==> run_1/floorplan.png <==
The bar under the picture is 20 um long. Pins as bars on the die edge.
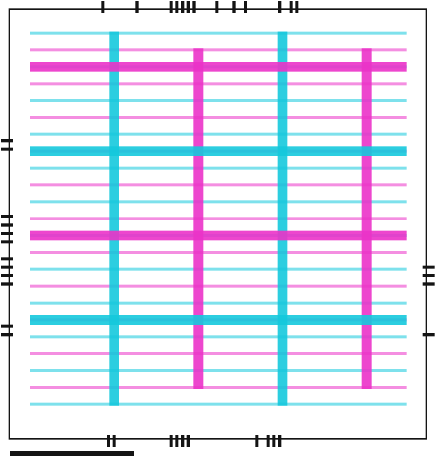
==> run_1/class_map.png <==
The bar under the picture is 20 um long.
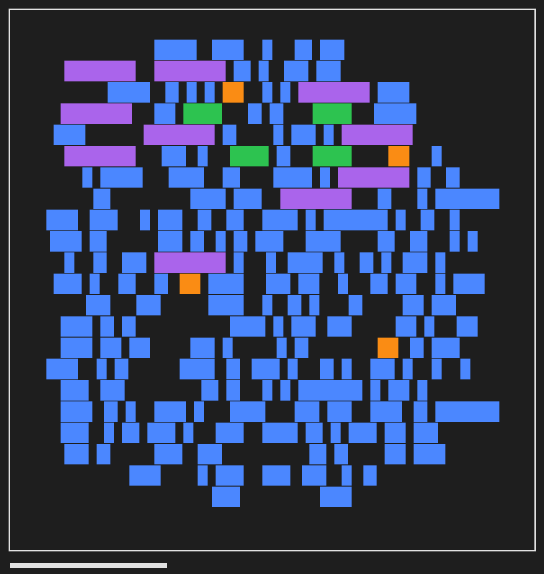
==> run_1/clock_wires.png <==
The bar under the picture is 20 um long.
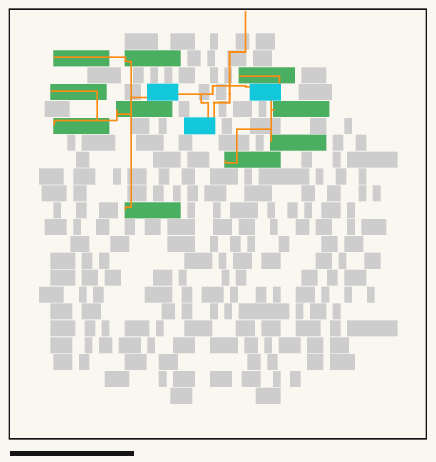
### src/rtl/gray_conv_arbiter_pkg.sv
// Shared mode encodings and elaboration helpers for the Gray conversion arbiter.
package gray_conv_arbiter_pkg;

  localparam logic MODE_B2G = 1'b0;
  localparam logic MODE_G2B = 1'b1;

  // Ceiling log2, used to confirm the id field can hold every requester index.
  function automatic int clog2_f(input int n);
    int r;
    r = 0;
    while ((1 << r) < n) r++;
    return r;
  endfunction

endpackage

### src/rtl/gray_conv_stage.sv
// Combinational binary<->Gray converter; mode selects the direction.
module gray_conv_stage
  import gray_conv_arbiter_pkg::*;
#(
  parameter int W = 4
) (
  input  logic [W-1:0] data_i,
  input  logic         mode_i,
  output logic [W-1:0] result_o
);

  // Gray encode is a single XOR; Gray decode is a prefix XOR from the MSB down.
  always_comb begin
    logic [W-1:0] bin;
    bin      = '0;
    bin[W-1] = data_i[W-1];
    for (int k = W - 2; k >= 0; k--) begin
      bin[k] = bin[k+1] ^ data_i[k];
    end
    if (mode_i == MODE_G2B) begin
      result_o = bin;
    end else begin
      result_o = data_i ^ (data_i >> 1);
    end
  end

endmodule

### src/rtl/gray_conv_arbiter.sv
// Round-robin arbiter sharing one registered Gray conversion stage among N_REQ requesters.
module gray_conv_arbiter
  import gray_conv_arbiter_pkg::*;
#(
  parameter int N_REQ = 4,
  parameter int W     = 4,
  parameter int IDW   = 2
) (
  input  logic               clk,
  input  logic               rst_n,
  input  logic [N_REQ-1:0]   req_valid,
  input  logic [N_REQ*W-1:0] req_data,
  input  logic [N_REQ-1:0]   req_mode,
  output logic [N_REQ-1:0]   req_ready,
  output logic               out_valid,
  output logic [W-1:0]       out_data,
  output logic [IDW-1:0]     out_id,
  output logic               out_mode,
  input  logic               out_ready
);

  if (IDW < clog2_f(N_REQ)) begin : g_idw_check
    $error("gray_conv_arbiter: IDW too narrow for N_REQ");
  end

  logic [IDW-1:0]   rr_ptr_q, rr_ptr_d;
  logic             out_valid_q, out_valid_d;
  logic [W-1:0]     out_data_q, out_data_d;
  logic [IDW-1:0]   out_id_q, out_id_d;
  logic             out_mode_q, out_mode_d;

  logic             found;
  logic [N_REQ-1:0] grant;
  logic [IDW-1:0]   gnt_idx;
  logic [IDW-1:0]   gnt_next;
  logic [W-1:0]     sel_data;
  logic             sel_mode;
  logic [W-1:0]     conv_data;
  logic             slot_free;
  logic             accept;

  // Priority search starting at rr_ptr with wrap; also muxes the winner's data and mode.
  always_comb begin
    found    = 1'b0;
    grant    = '0;
    gnt_idx  = '0;
    gnt_next = '0;
    sel_data = '0;
    sel_mode = MODE_B2G;
    for (int k = 0; k < N_REQ; k++) begin
      int idx;
      idx = int'(rr_ptr_q) + k;
      if (idx >= N_REQ) idx = idx - N_REQ;
      if (!found && req_valid[idx]) begin
        found      = 1'b1;
        grant[idx] = 1'b1;
        gnt_idx    = IDW'(idx);
        gnt_next   = (idx == N_REQ - 1) ? '0 : IDW'(idx + 1);
        sel_data   = req_data[idx*W +: W];
        sel_mode   = req_mode[idx];
      end
    end
  end

  assign slot_free = !out_valid_q || out_ready;
  // Grants are suppressed while reset is asserted so nothing looks accepted.
  assign req_ready = (rst_n && slot_free) ? grant : '0;
  assign accept    = |req_ready;

  gray_conv_stage #(.W(W)) u_conv (
    .data_i   (sel_data),
    .mode_i   (sel_mode),
    .result_o (conv_data)
  );

  // Next state: load on accept (replacing any draining result), else drop valid on drain.
  always_comb begin
    rr_ptr_d    = rr_ptr_q;
    out_valid_d = out_valid_q;
    out_data_d  = out_data_q;
    out_id_d    = out_id_q;
    out_mode_d  = out_mode_q;
    if (accept) begin
      rr_ptr_d    = gnt_next;
      out_valid_d = 1'b1;
      out_data_d  = conv_data;
      out_id_d    = gnt_idx;
      out_mode_d  = sel_mode;
    end else if (out_valid_q && out_ready) begin
      out_valid_d = 1'b0;
    end
  end

  // Output register and round-robin pointer; reset discards any in-flight result.
  always_ff @(posedge clk or negedge rst_n) begin
    if (!rst_n) begin
      rr_ptr_q    <= '0;
      out_valid_q <= 1'b0;
      out_data_q  <= '0;
      out_id_q    <= '0;
      out_mode_q  <= 1'b0;
    end else begin
      rr_ptr_q    <= rr_ptr_d;
      out_valid_q <= out_valid_d;
      out_data_q  <= out_data_d;
      out_id_q    <= out_id_d;
      out_mode_q  <= out_mode_d;
    end
  end

  assign out_valid = out_valid_q;
  assign out_data  = out_data_q;
  assign out_id    = out_id_q;
  assign out_mode  = out_mode_q;

endmodule
### config.mk
export PLATFORM = sky130hd
export DESIGN_NAME = gray_conv_arbiter
export DESIGN_NICKNAME = d
export VERILOG_FILES = /design/src/rtl/gray_conv_arbiter_pkg.sv /design/src/rtl/gray_conv_stage.sv /design/src/rtl/gray_conv_arbiter.sv
export SDC_FILE = /design/constraint.sdc
export NUM_CORES = 1
export LEC_CHECK = 0
export CELL_PAD_IN_SITES_DETAIL_PLACEMENT = 1
export CELL_PAD_IN_SITES_GLOBAL_PLACEMENT = 1
export CORE_AREA = 3 3 64 66
export CTS_CLUSTER_DIAMETER = 60
export CTS_CLUSTER_SIZE = 28
export DETAILED_ROUTE_END_ITERATION = 6
export DIE_AREA = 0 0 67 69
export DONT_BUFFER_PORTS = 1
export HOLD_SLACK_MARGIN = 0.05
export MAX_ROUTING_LAYER = met4
export PLACE_DENSITY = 0.77
export SYNTH_ARGS = -nofsm -noshare
export SYNTH_HDL_FRONTEND = slang
export SYNTH_SLANG_ARGS = --single-unit
### constraint.sdc
create_clock -name clk -period 4.7 [get_ports clk]
set_input_delay 0.94 -clock clk [delete_from_list [all_inputs] [get_ports clk]]
set_output_delay 0.94 -clock clk [all_outputs]
set_load 0.03 [all_outputs]
==> deck_impl_summary.md, run 1 <==
Flow Results at a Glance

Status
  – Status: completed

Clock network
  – CTS tree: yes
  – Clk slew on worst S/H paths: 50 ps
  – Total CTS buffers: 3
  – Post-CTS Resized: 0
  – Cts-stage hold buffer count: 0
  – Clk sinks: 10

Global route
  – Total gr overflow: 0
  – GRT Overall Usage: 22.5%
  – Largest net degree at the start of global routing: about 48
  – Met3 Use GR: 2.77%
  – Vias in the first global route: roughly 1800

Power and ir drop
  – Net Sw Power: 855 uW
  – Clock power share: under 10%
  – Highest-power group: combinational logic
  – Static leakage: 0.000721 uW
  – Max IR drop VDD: 0.434 mV
  – Sequential share of power: between 10% and 20%
  – Int Pwr: around 760 uW
  – PnR Total Power: 1610 uW

Critical path
  – CP endpoint kind: output pin
  – Worst setup SP type: flop
  – Crit Path Class: flop to output pin
  – Crit path launch: rr_ptr_q[0]
  – Worst Path Max Fanout: 14
  – Required @ worst endpoint: 3760 ps
  – Crit path DAT: between 3000 and 4000 ps
  – Reg2reg path depth: 9
  – Crit path to: req_ready[3]
  – CP Cell Sequence: inv_1 -> ha_1 -> mux4_2 -> nor2b_4 -> a221o_1 -> o21ai_0 -> a21oi_1
  – WP depth: 7
  – Max incr delay on CP: 700 ps
  – Reg2reg end: out_id[0]
  – Worst Path Buf+Inv: 1

Synth
  – Top cells by count, synth: nand2_1 (24), nor2_1 (23), mux2_2 (13)
  – Mapped cell area: 1670 um2
  – Top FF cell, synth: dfrtp_1
  – Cell Type Count: ~50
  – Top-area cell share: 15.0%
  – Asr flop ratio synth: 100%
  – Synth top cell by count: nand2_1
  – Biggest area cells: dfrtp_1 (15%), mux2_2 (8.8%), ha_1 (6.0%)
  – EDFF count, synth: 0
  – MUX share of area: 23.7%
  – Yosys warning count: 0
  – Net count after synthesis: around 240
  – Yosys synthesis chip area: ~1700 um2
  – Main logic family after synthesis: simple AND/OR/NAND/NOR gates
  – Post-synth seq share: between 10% and 20%
  – Mapped Cells: 205

Timing
  – Period utilization: about 87%
  – PnR worst setup slack: about 630 ps
  – Fin. Hold Viols: 0
  – Max Fclk: 246 MHz
  – RSZ-0062 raised after global routing: no
  – Hold slack final: 392 ps
  – Min cycle time layout: between 4000 and 5000 ps
  – Max Slew Vio Count: 0

Finish
  – Antenna Cells: 0
  – Area Growth Syn to Fin: 4.19%
  – Post-route insts no fill: 247
  – Comb_multi_in: 176
  – Non-clock buffer count: 4
  – # fillers: 461
  – Comb area: 1330 um2
  – Reg area: 250 um2
  – CLK BUF: 4
  – Final nets: 235
  – Layout cells sized above 1: between 10% and 20%
  – Fraction of area in registers: 14.4%
  – Inverter count: 5
  – Final Util: 47.9%

Placed design
  – Gp weighted congestion: 0.819
  – Dpl hpwl: 3.59 mm
  – Pre-CTS setup slack: 911 ps

Flow run
  – Max-Cap Viols: 0

Drt
  – Final routed DRC violation total: 0
  – Routed WL per cell: approximately 20 um
  – DRT iter0 DRCs: 144
  – Max Used Layer: met4
  – Wl on met1: 2.09 mm

Floorplan
  – Core ar.: between 3000 and 4000 um2

Min path
  – Worst Hold Class: input pin to asynchronous set/reset pin
About floorplan.png:
Key: VDD = magenta; VSS = cyan
4 straps on met5. 4 straps on met4. 39 signal pins sit on the boundary. 23 met1 rails follow the rows. The core has 22 rows.
Die X: 67 um
die height: 69 um

About class_map.png:
Key: clock drivers and dummy loads = green [cells 4]; remaining buffers and delay cells = orange [cells 4]; registers = purple [cells 10]; remaining logic cells = blue [cells 181]
design area: 1740 um2
num rows: 22

About clock_wires.png:
Key: flip-flops = green [count 10]; clock wires = orange [length 157 um]; clock-net drivers = cyan [count 3]
There are 4 routed clock nets.
clock skew: 8.41 ps
Late-Pin Clk Latency: 240 ps

run 1: layout by cell type, fill, tap and decap left out, types with 2 or more instances in the layout:
master	synthesis	routed
nand3b_1	2	2
a31oi_1	2	2
and4bb_2	2	2
ha_1	8	8
nor3_1	3	3
a21o_1	2	2
buf_4	0	4
mux4_2	4	4
xnor2_1	2	2
a211oi_1	2	2
o22ai_1	3	3
nand3_1	4	4
mux2i_1	10	10
a221oi_1	7	7
mux2_2	13	13
nand2_1	24	24
clkbuf_8	0	4
a21oi_1	12	12
and3_1	2	2
nor2_1	23	23
o211ai_1	2	2
o21ai_0	11	11
a2bb2oi_1	4	4
nor3b_1	2	2
nand4_1	2	2
a221o_1	4	4
nor2b_1	2	2
nor4b_1	2	2
dfrtp_1	10	10
inv_1	5	5
xor2_1	2	2
mux2_4	4	4
==> run_1/congestion_map.png <==
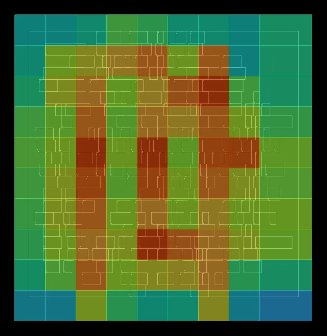

==> run 2, diff against run 1 <==
--- a/config.mk
+++ b/config.mk
@@ -5,6 +5,7 @@
 export SDC_FILE = /design/constraint.sdc
 export NUM_CORES = 1
 export LEC_CHECK = 0
+export CAP_MARGIN = 20
 export CELL_PAD_IN_SITES_DETAIL_PLACEMENT = 1
 export CELL_PAD_IN_SITES_GLOBAL_PLACEMENT = 1
 export CORE_AREA = 3 3 64 66
@@ -16,6 +17,7 @@
 export HOLD_SLACK_MARGIN = 0.05
 export MAX_ROUTING_LAYER = met4
 export PLACE_DENSITY = 0.77
+export SETUP_SLACK_MARGIN = 0.15
 export SYNTH_ARGS = -nofsm -noshare
 export SYNTH_HDL_FRONTEND = slang
 export SYNTH_SLANG_ARGS = --single-unit
==> constraint.sdc (replaced) <==
create_clock -name clk -period 4.7 [get_ports clk]
set_input_delay 0.705 -clock clk [delete_from_list [all_inputs] [get_ports clk]]
set_output_delay 0.705 -clock clk [all_outputs]
set_load 0.03 [all_outputs]
==> run_2/congestion_map.png <==
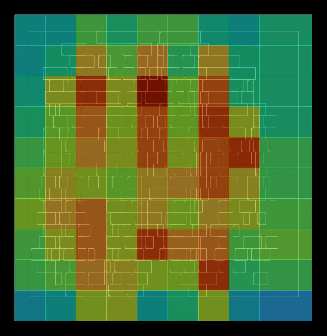
GRT Overall Usage: 21.9%
met3 Use GR: 2.61%

==> run 2 against run 1 <==
Net effect:
- setup slack improved by 490 ps
- non-clock buffer count rose by 3
- synthesized area did not move
- die area did not move
- power fell by 0.15%
- synthesized cell count did not move
==> deck_impl_summary.md, run 2 <==
Flow Results at a Glance

Status
  – Status: completed (unchanged)

Synth
  – Biggest area cells: dfrtp_1 (15%), mux2_2 (8.8%), ha_1 (6.0%) (unchanged)
  – Post-synth seq share: 15.0% (unchanged)
  – Top cells by count, synth: nand2_1 (24), nor2_1 (23), mux2_2 (13) (unchanged)
  – Top-area cell share: 15.0% (unchanged)
  – Asr flop ratio synth: 100% (unchanged)
  – Yosys synthesis chip area: 1670 um2 (unchanged)
  – Mapped Cells: 205 (unchanged)
  – Net count after synthesis: 240 (unchanged)
  – Mapped cell area: 1670 um2 (unchanged)
  – Cell Type Count: 50 (unchanged)
  – Main logic family after synthesis: simple AND/OR/NAND/NOR gates (unchanged)
  – Yosys warning count: 0 (unchanged)
  – Synth top cell by count: nand2_1 (unchanged)
  – Top FF cell, synth: dfrtp_1 (unchanged)
  – MUX share of area: 23.7% (unchanged)
  – EDFF count, synth: 0 (unchanged)

Global route
  – Total gr overflow: 0 (unchanged)
  – Most Used Layer, Global Route: met2 (unchanged)
  – Initial antenna violation count: 0 (unchanged)
  – Largest net degree at the start of global routing: 48 (unchanged)
  – Global Route met2 Usage: 37.6% (was 39.1%)
  – Vias in the first global route: 1669 (was 1763)

Clock network
  – Clk sinks: 10 (unchanged)
  – Post-CTS Resized: 0 (unchanged)
  – CTS tree: yes (unchanged)
  – Total CTS buffers: 3 (unchanged)
  – Late-Pin Clk Latency: 230 ps (was 240 ps)
  – Cts-stage hold buffer count: 0 (unchanged)
  – Clk slew on worst S/H paths: 50 ps (about the same)

Drt
  – Final routed DRC violation total: 0 (unchanged)
  – Max Used Layer: met4 (unchanged)
  – Routed WL per cell: 19.5 um (was 19.8 um)
  – DRT iter0 DRCs: 60 (was 144)
  – Wl on met1: 2.04 mm (was 2.09 mm)
  – Met3 WL: 197 um (was 203 um)

Floorplan
  – Core ar.: 3630 um2 (unchanged)
  – Die X: 67 um (unchanged)
  – Ports: 39 (unchanged)
  – Num rows: 22 (unchanged)
  – Die height: 69 um (unchanged)

Finish
  – Antenna Cells: 0 (unchanged)
  – Layout cells sized above 1: 18.4% (was 17.6%)
  – Final nets: 238 (was 235)
  – Top cells excl fill/tap: nand2_1 (24), nor2_1 (23), mux2_2 (13) (unchanged)
  – Post-route insts no fill: 249 (was 247)
  – # fillers: 463 (was 461)
  – Commonest Layout Cell: nand2_1 (unchanged)
  – Area Growth Syn to Fin: 4.72% (was 4.19%)

Timing
  – Fin. Hold Viols: 0 (unchanged)
  – Max Fclk: 279 MHz (was 246 MHz)
  – Period utilization: 76.1% (was 86.5%)
  – Hold slack final: 164 ps (was 392 ps)
  – Max Slew Vio Count: 0 (unchanged)
  – RSZ-0062 raised after global routing: no (unchanged)
  – Clock skew: 0.785 ps (was 8.41 ps)
  – PnR worst setup slack: 1120 ps (was 634 ps)

Critical path
  – Reg2reg path depth: 10 (was 9)
  – Worst Path Max Fanout: 47 (was 14)
  – Crit path to: req_ready[2] (was req_ready[3])
  – Required @ worst endpoint: 3990 ps (was 3760 ps)
  – Max incr delay on CP: 690 ps (was 700 ps)
  – WP depth: 6 (was 7)
  – Slowest-stage cell, CP: mux2i_1 (was mux4_2)
  – CP Cell Sequence: buf_4 -> mux2_2 -> mux2i_1 -> o21ai_0 -> a21oi_1 -> buf_4 (was inv_1 -> ha_1 -> mux4_2 -> nor2b_4 -> a221o_1 -> o21ai_0 -> a21oi_1)
  – Reg2reg end: out_data[0] (was out_id[0])
  – CP endpoint kind: output pin (unchanged)
  – Crit path launch: rr_ptr_q[0] (unchanged)
  – Worst Path Buf+Inv: 2 (was 1)
  – Crit path DAT: 2870 ps (was 3130 ps)
  – Crit Path Class: flop to output pin (unchanged)

Flow run
  – Max-Cap Viols: 0 (unchanged)

Power and ir drop
  – Clock power share: 5.5% (was 6.8%)
  – Static leakage: 0.000730 uW (was 0.000721 uW)
  – Highest-power group: combinational logic (unchanged)
  – PnR Total Power: 1610 uW (about the same)
  – Sequential share of power: 14.8% (was 14.6%)
  – Int Pwr: 752 uW (was 755 uW)
  – Net Sw Power: 856 uW (was 855 uW)

Placed design
  – Pre-CTS setup slack: 1230 ps (was 911 ps)
  – Dpl hpwl: 3.64 mm (was 3.59 mm)
  – IO buf count: 0 (unchanged)
  – Gp weighted congestion: 0.963 (was 0.819)

Min path
  – Worst Hold Class: input pin to asynchronous set/reset pin (unchanged)
==> run 2: netlist changes by cell type in the layout (fill, tap and decap cells not counted), sizes merged <==
cell | before | now
clkbuf | 4 | 3
buf | 4 | 7
==> run 2: per-stage QoR <==
stage	utilization [%]	instance area (um2)
2_1_floorplan	-	1670
3_3_place_gp	47.0	1710
3_5_place_dp	47.0	1710
4_1_cts	48.2	1750
5_1_grt	48.2	1750
6_report	48.2	1750
==> run 2: layout make-up <==
| class | count | area (um2) | area share [%] |
|---|---|---|---|
| multi-input cells | 176 | 1330 | 75.8 |
| flip-flops and latches | 10 | 250 | 14.3 |
| well taps | 48 | 60.1 | 3.43 |
| repair buffers | 7 | 52.6 | 3.00 |
| clock buffers | 3 | 41.3 | 2.36 |
| inverters | 5 | 18.8 | 1.07 |
==> run_2/floorplan.png <==
The bar under the picture is 20 um long. Pins as bars on the die edge.
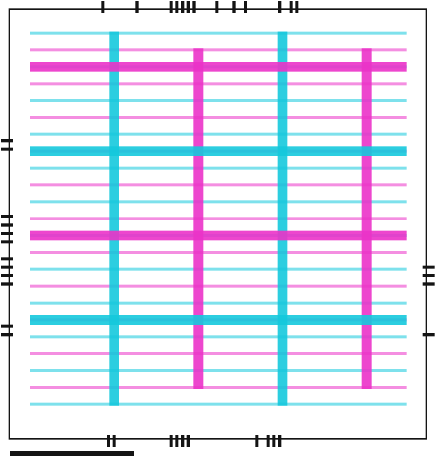

==> run 3, diff against run 2 <==
--- a/config.mk
+++ b/config.mk
@@ -8,15 +8,15 @@
 export CAP_MARGIN = 20
 export CELL_PAD_IN_SITES_DETAIL_PLACEMENT = 1
 export CELL_PAD_IN_SITES_GLOBAL_PLACEMENT = 1
-export CORE_AREA = 3 3 64 66
+export CORE_AREA = 3 3 68 70
 export CTS_CLUSTER_DIAMETER = 60
 export CTS_CLUSTER_SIZE = 28
 export DETAILED_ROUTE_END_ITERATION = 6
-export DIE_AREA = 0 0 67 69
+export DIE_AREA = 0 0 71 73
 export DONT_BUFFER_PORTS = 1
 export HOLD_SLACK_MARGIN = 0.05
 export MAX_ROUTING_LAYER = met4
-export PLACE_DENSITY = 0.77
+export PLACE_DENSITY = 0.72
 export SETUP_SLACK_MARGIN = 0.15
 export SYNTH_ARGS = -nofsm -noshare
 export SYNTH_HDL_FRONTEND = slang
==> constraint.sdc (replaced) <==
create_clock -name clk -period 3 [get_ports clk]
set_input_delay 0.45 -clock clk [delete_from_list [all_inputs] [get_ports clk]]
set_output_delay 0.45 -clock clk [all_outputs]
set_load 0.03 [all_outputs]
==> run_3/floorplan.png <==
The bar under the picture is 20 um long. Pins as bars on the die edge.
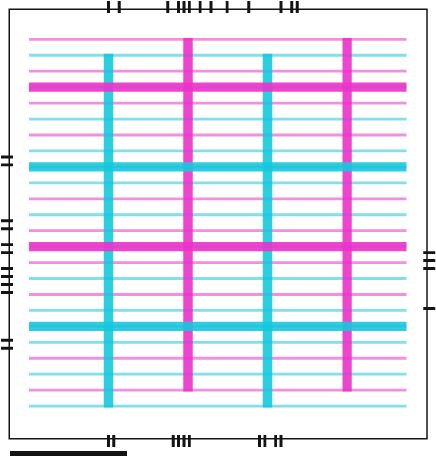
Key: VSS = cyan; VDD = magenta
The core has 23 rows. 4 straps on met5. 39 signal pins sit on the boundary. 24 met1 rails follow the rows. 4 straps on met4.
Die X: 71 um
die height: 73 um
Max IR drop VDD: 0.767 mV
Core ar.: 4030 um2

==> run 3 against run 2 <==
Net effect:
- the flow now finishes with violations (negative setup slack)
- setup slack worse by 1200 ps
- highest routed layer unchanged
- critical endpoint is now out_mode
- design area is 22% higher
- sequential share of layout area is 2.5 points lower
==> deck_impl_summary.md, run 3 <==
Flow Results at a Glance

Status
  – Status: complete, but fails checks (was completed)
  – Violated checks: negative setup slack

Synth
  – Mapped cell area: 1670 um2 (unchanged)
  – MUX share of area: 23.7% (unchanged)
  – Mapped Cells: 205 (unchanged)
  – Biggest area cells: dfrtp_1 (15%), mux2_2 (8.8%), ha_1 (6.0%) (unchanged)
  – Yosys warning count: 0 (unchanged)
  – Asr flop ratio synth: 100% (unchanged)
  – Top-area cell share: 15.0% (unchanged)
  – Yosys synthesis chip area: 1670 um2 (unchanged)
  – Top cells by count, synth: nand2_1 (24), nor2_1 (23), mux2_2 (13) (unchanged)
  – Cell Type Count: 50 (unchanged)
  – Main logic family after synthesis: simple AND/OR/NAND/NOR gates (unchanged)
  – EDFF count, synth: 0 (unchanged)
  – Synth top cell by count: nand2_1 (unchanged)
  – Post-synth seq share: 15.0% (unchanged)
  – Top FF cell, synth: dfrtp_1 (unchanged)
  – Net count after synthesis: 240 (unchanged)

Placed design
  – Gp weighted congestion: 0.977 (was 0.963)
  – IO buf count: 0 (unchanged)
  – Placed instance area: 1940 um2 (was 1710 um2)
  – Dpl hpwl: 4.12 mm (was 3.64 mm)
  – Pre-CTS setup slack: -91.6 ps (was 1230 ps)

Timing
  – Finish-stage setup viols: 6 (was 0)
  – Max Slew Vio Count: 0 (unchanged)
  – Fin. Hold Viols: 0 (unchanged)
  – Period utilization: 102%
  – Clock skew: 2.37 ps (was 0.785 ps)
  – RSZ-0062 raised after global routing: yes (was no)
  – Hold slack final: 423 ps (was 164 ps)
  – Max Fclk: 326 MHz
  – PnR worst setup slack: -64.5 ps (was 1120 ps)
  – Min cycle time layout: 3060 ps

Drt
  – Met3 WL: 235 um (was 197 um)
  – Wl on met1: 2.42 mm (was 2.04 mm)
  – DR WL met2: 3.27 mm (was 2.56 mm)
  – Final routed DRC violation total: 0 (unchanged)
  – Routed WL per cell: 21.3 um (was 19.5 um)
  – DRT iter0 DRCs: 123 (was 60)
  – Max Used Layer: met4 (unchanged)
  – DRT Wirelength: 6.02 mm (was 4.85 mm)

Power and ir drop
  – Int Pwr: 1590 uW (was 752 uW)
  – Static leakage: 0.000899 uW (was 0.000730 uW)
  – Net Sw Frac: 50.4% (was 53.2%)
  – Sequential share of power: 11.7% (was 14.8%)
  – Highest-power group: combinational logic (unchanged)
  – Clock power share: 4.6% (was 5.5%)
  – PnR Total Power: 3210 uW (was 1610 uW)
  – Net Sw Power: 1620 uW (was 856 uW)

Floorplan
  – Num rows: 23 (was 22)
  – Ports: 39 (unchanged)
  – # Taps: 50 (was 48)

Flow run
  – Max-Cap Viols: 0 (unchanged)
  – OpenROAD warning count: 36 (was 33)

Finish
  – Signal buf overhead: 13.8% (was 3.00%)
  – Antenna Cells: 0 (unchanged)
  – Commonest Layout Cell: buf_4 (was nand2_1)
  – Top cells excl fill/tap: buf_4 (26), nand2_1 (23), nor2_1 (21) (was nand2_1 (24), nor2_1 (23), mux2_2 (13))
  – CLK BUF: 4 (was 3)
  – Comb_multi_in: 178 (was 176)
  – Area Growth Syn to Fin: 28.0% (was 4.72%)
  – Design area: 2140 um2 (was 1750 um2)
  – Comb area: 1460 um2 (was 1330 um2)
  – Final nets: 268 (was 238)
  – Seq Cell Count: 10 (unchanged)
  – Reg area: 251 um2 (was 250 um2)
  – Non-clock buffer count: 35 (was 7)
  – Fraction of area in registers: 11.8% (was 14.3%)
  – Area-dominant class: multi-input combinational cells (unchanged)
  – # fillers: 475 (was 463)
  – Inverter count: 5 (unchanged)
  – Clk tree area frac: 2.11% (was 2.36%)
  – Post-route insts no fill: 282 (was 249)
  – Layout cells sized above 1: 36.6% (was 18.4%)
  – Final Util: 53.1% (was 48.2%)
  – Combinational share of cell area: 68.4% (was 75.8%)

Critical path
  – Required @ worst endpoint: 3120 ps (was 3990 ps)
  – Worst setup SP type: flop (unchanged)
  – Slowest-stage cell, CP: or4_4 (was mux2i_1)
  – Crit Path Class: flop to flop (was flop to output pin)
  – Max incr delay on CP: 620 ps (was 690 ps)
  – Reg-to-Reg Start: rr_ptr_q[0] (unchanged)
  – Reg2reg end: out_mode (was out_data[0])
  – Worst Path Max Fanout: 6 (was 47)
  – CP endpoint kind: flop (was output pin)
  – CP Cell Sequence: clkinvlp_4 -> ha_4 -> mux4_2 -> a221oi_2 -> a2bb2oi_2 -> nor2_4 -> or4_4 -> mux2_4 (was buf_4 -> mux2_2 -> mux2i_1 -> o21ai_0 -> a21oi_1 -> buf_4)
  – Reg2reg path depth: 8 (was 10)
  – Worst Path Buf+Inv: 1 (was 2)
  – Crit path DAT: 3180 ps (was 2870 ps)

Clock network
  – Clk slew on worst S/H paths: 50 ps (about the same)
  – Late-Pin Clk Latency: 240 ps (was 230 ps)
  – Clock buffer depth: 2 (unchanged)
  – Total CTS buffers: 3 (unchanged)
  – CTS tree: yes (unchanged)
  – Clk sinks: 10 (unchanged)

Global route
  – Initial antenna violation count: 0 (unchanged)
  – GRT Overall Usage: 23.5% (was 21.9%)
  – Largest net degree at the start of global routing: 26 (was 48)
  – Most Used Layer, Global Route: met2 (unchanged)
  – Met3 Use GR: 4.41% (was 2.61%)
  – Global-route wire length before repair: 9.65 mm (was 7.97 mm)
  – Vias in the first global route: 1957 (was 1669)
  – Global Route met2 Usage: 42.2% (was 37.6%)
  – Total gr overflow: 0 (unchanged)

Min path
  – Hold depth: 2
  – Hold Startpoint: out_ready
  – Worst Hold Class: input pin to flop (was input pin to asynchronous set/reset pin)
## run 3: cell counts after synthesis
Identical to the previous run, type by type.
## run 3: how the worst max path moves through the flow
stage	start	slack (ps)	endpoint	depth (start not counted)
CTS	rr_ptr_q[0]	1	out_data[0]	11
detailed placement	rr_ptr_q[0]	-90	out_mode	8
floorplan	rr_ptr_q[0]	-630	out_data[2]	12
global placement	rr_ptr_q[0]	-2	out_data[2]	8
global route	rr_ptr_q[0]	-210	out_data[0]	11
finish	rr_ptr_q[0]	-60	out_mode	8
## run 3: what timing repair did
| action | CTS | global route |
|---|---|---|
| pin swaps | 8 | 7 |
| resized | 14 | 6 |
| hold buffers | 1 | 0 |
| buffers inserted | 3 | 2 |
| endpoints found under the hold margin | 10 | 0 |
| setup endpoints to repair | 12 | 14 |
| cloned | 2 | 0 |

==> screenshots <==
Signal wires by layer.
Plate I
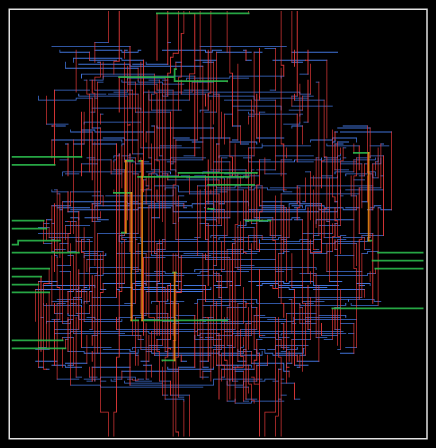
Plate II
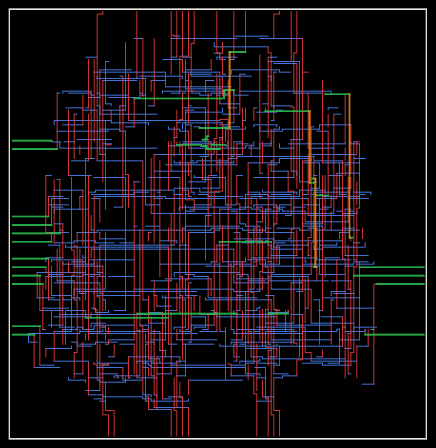
Of these, most wire: Plate I
- Plate I = run 3
- Plate II = run 2

Key to Plate I:
Key: M4 = orange [wire length 91.1 um]; M1 = blue [wire length 2420 um]; M3 = green [wire length 236 um]; M2 = red [wire length 3270 um]

Power is estimated from default activity; no workload was simulated.
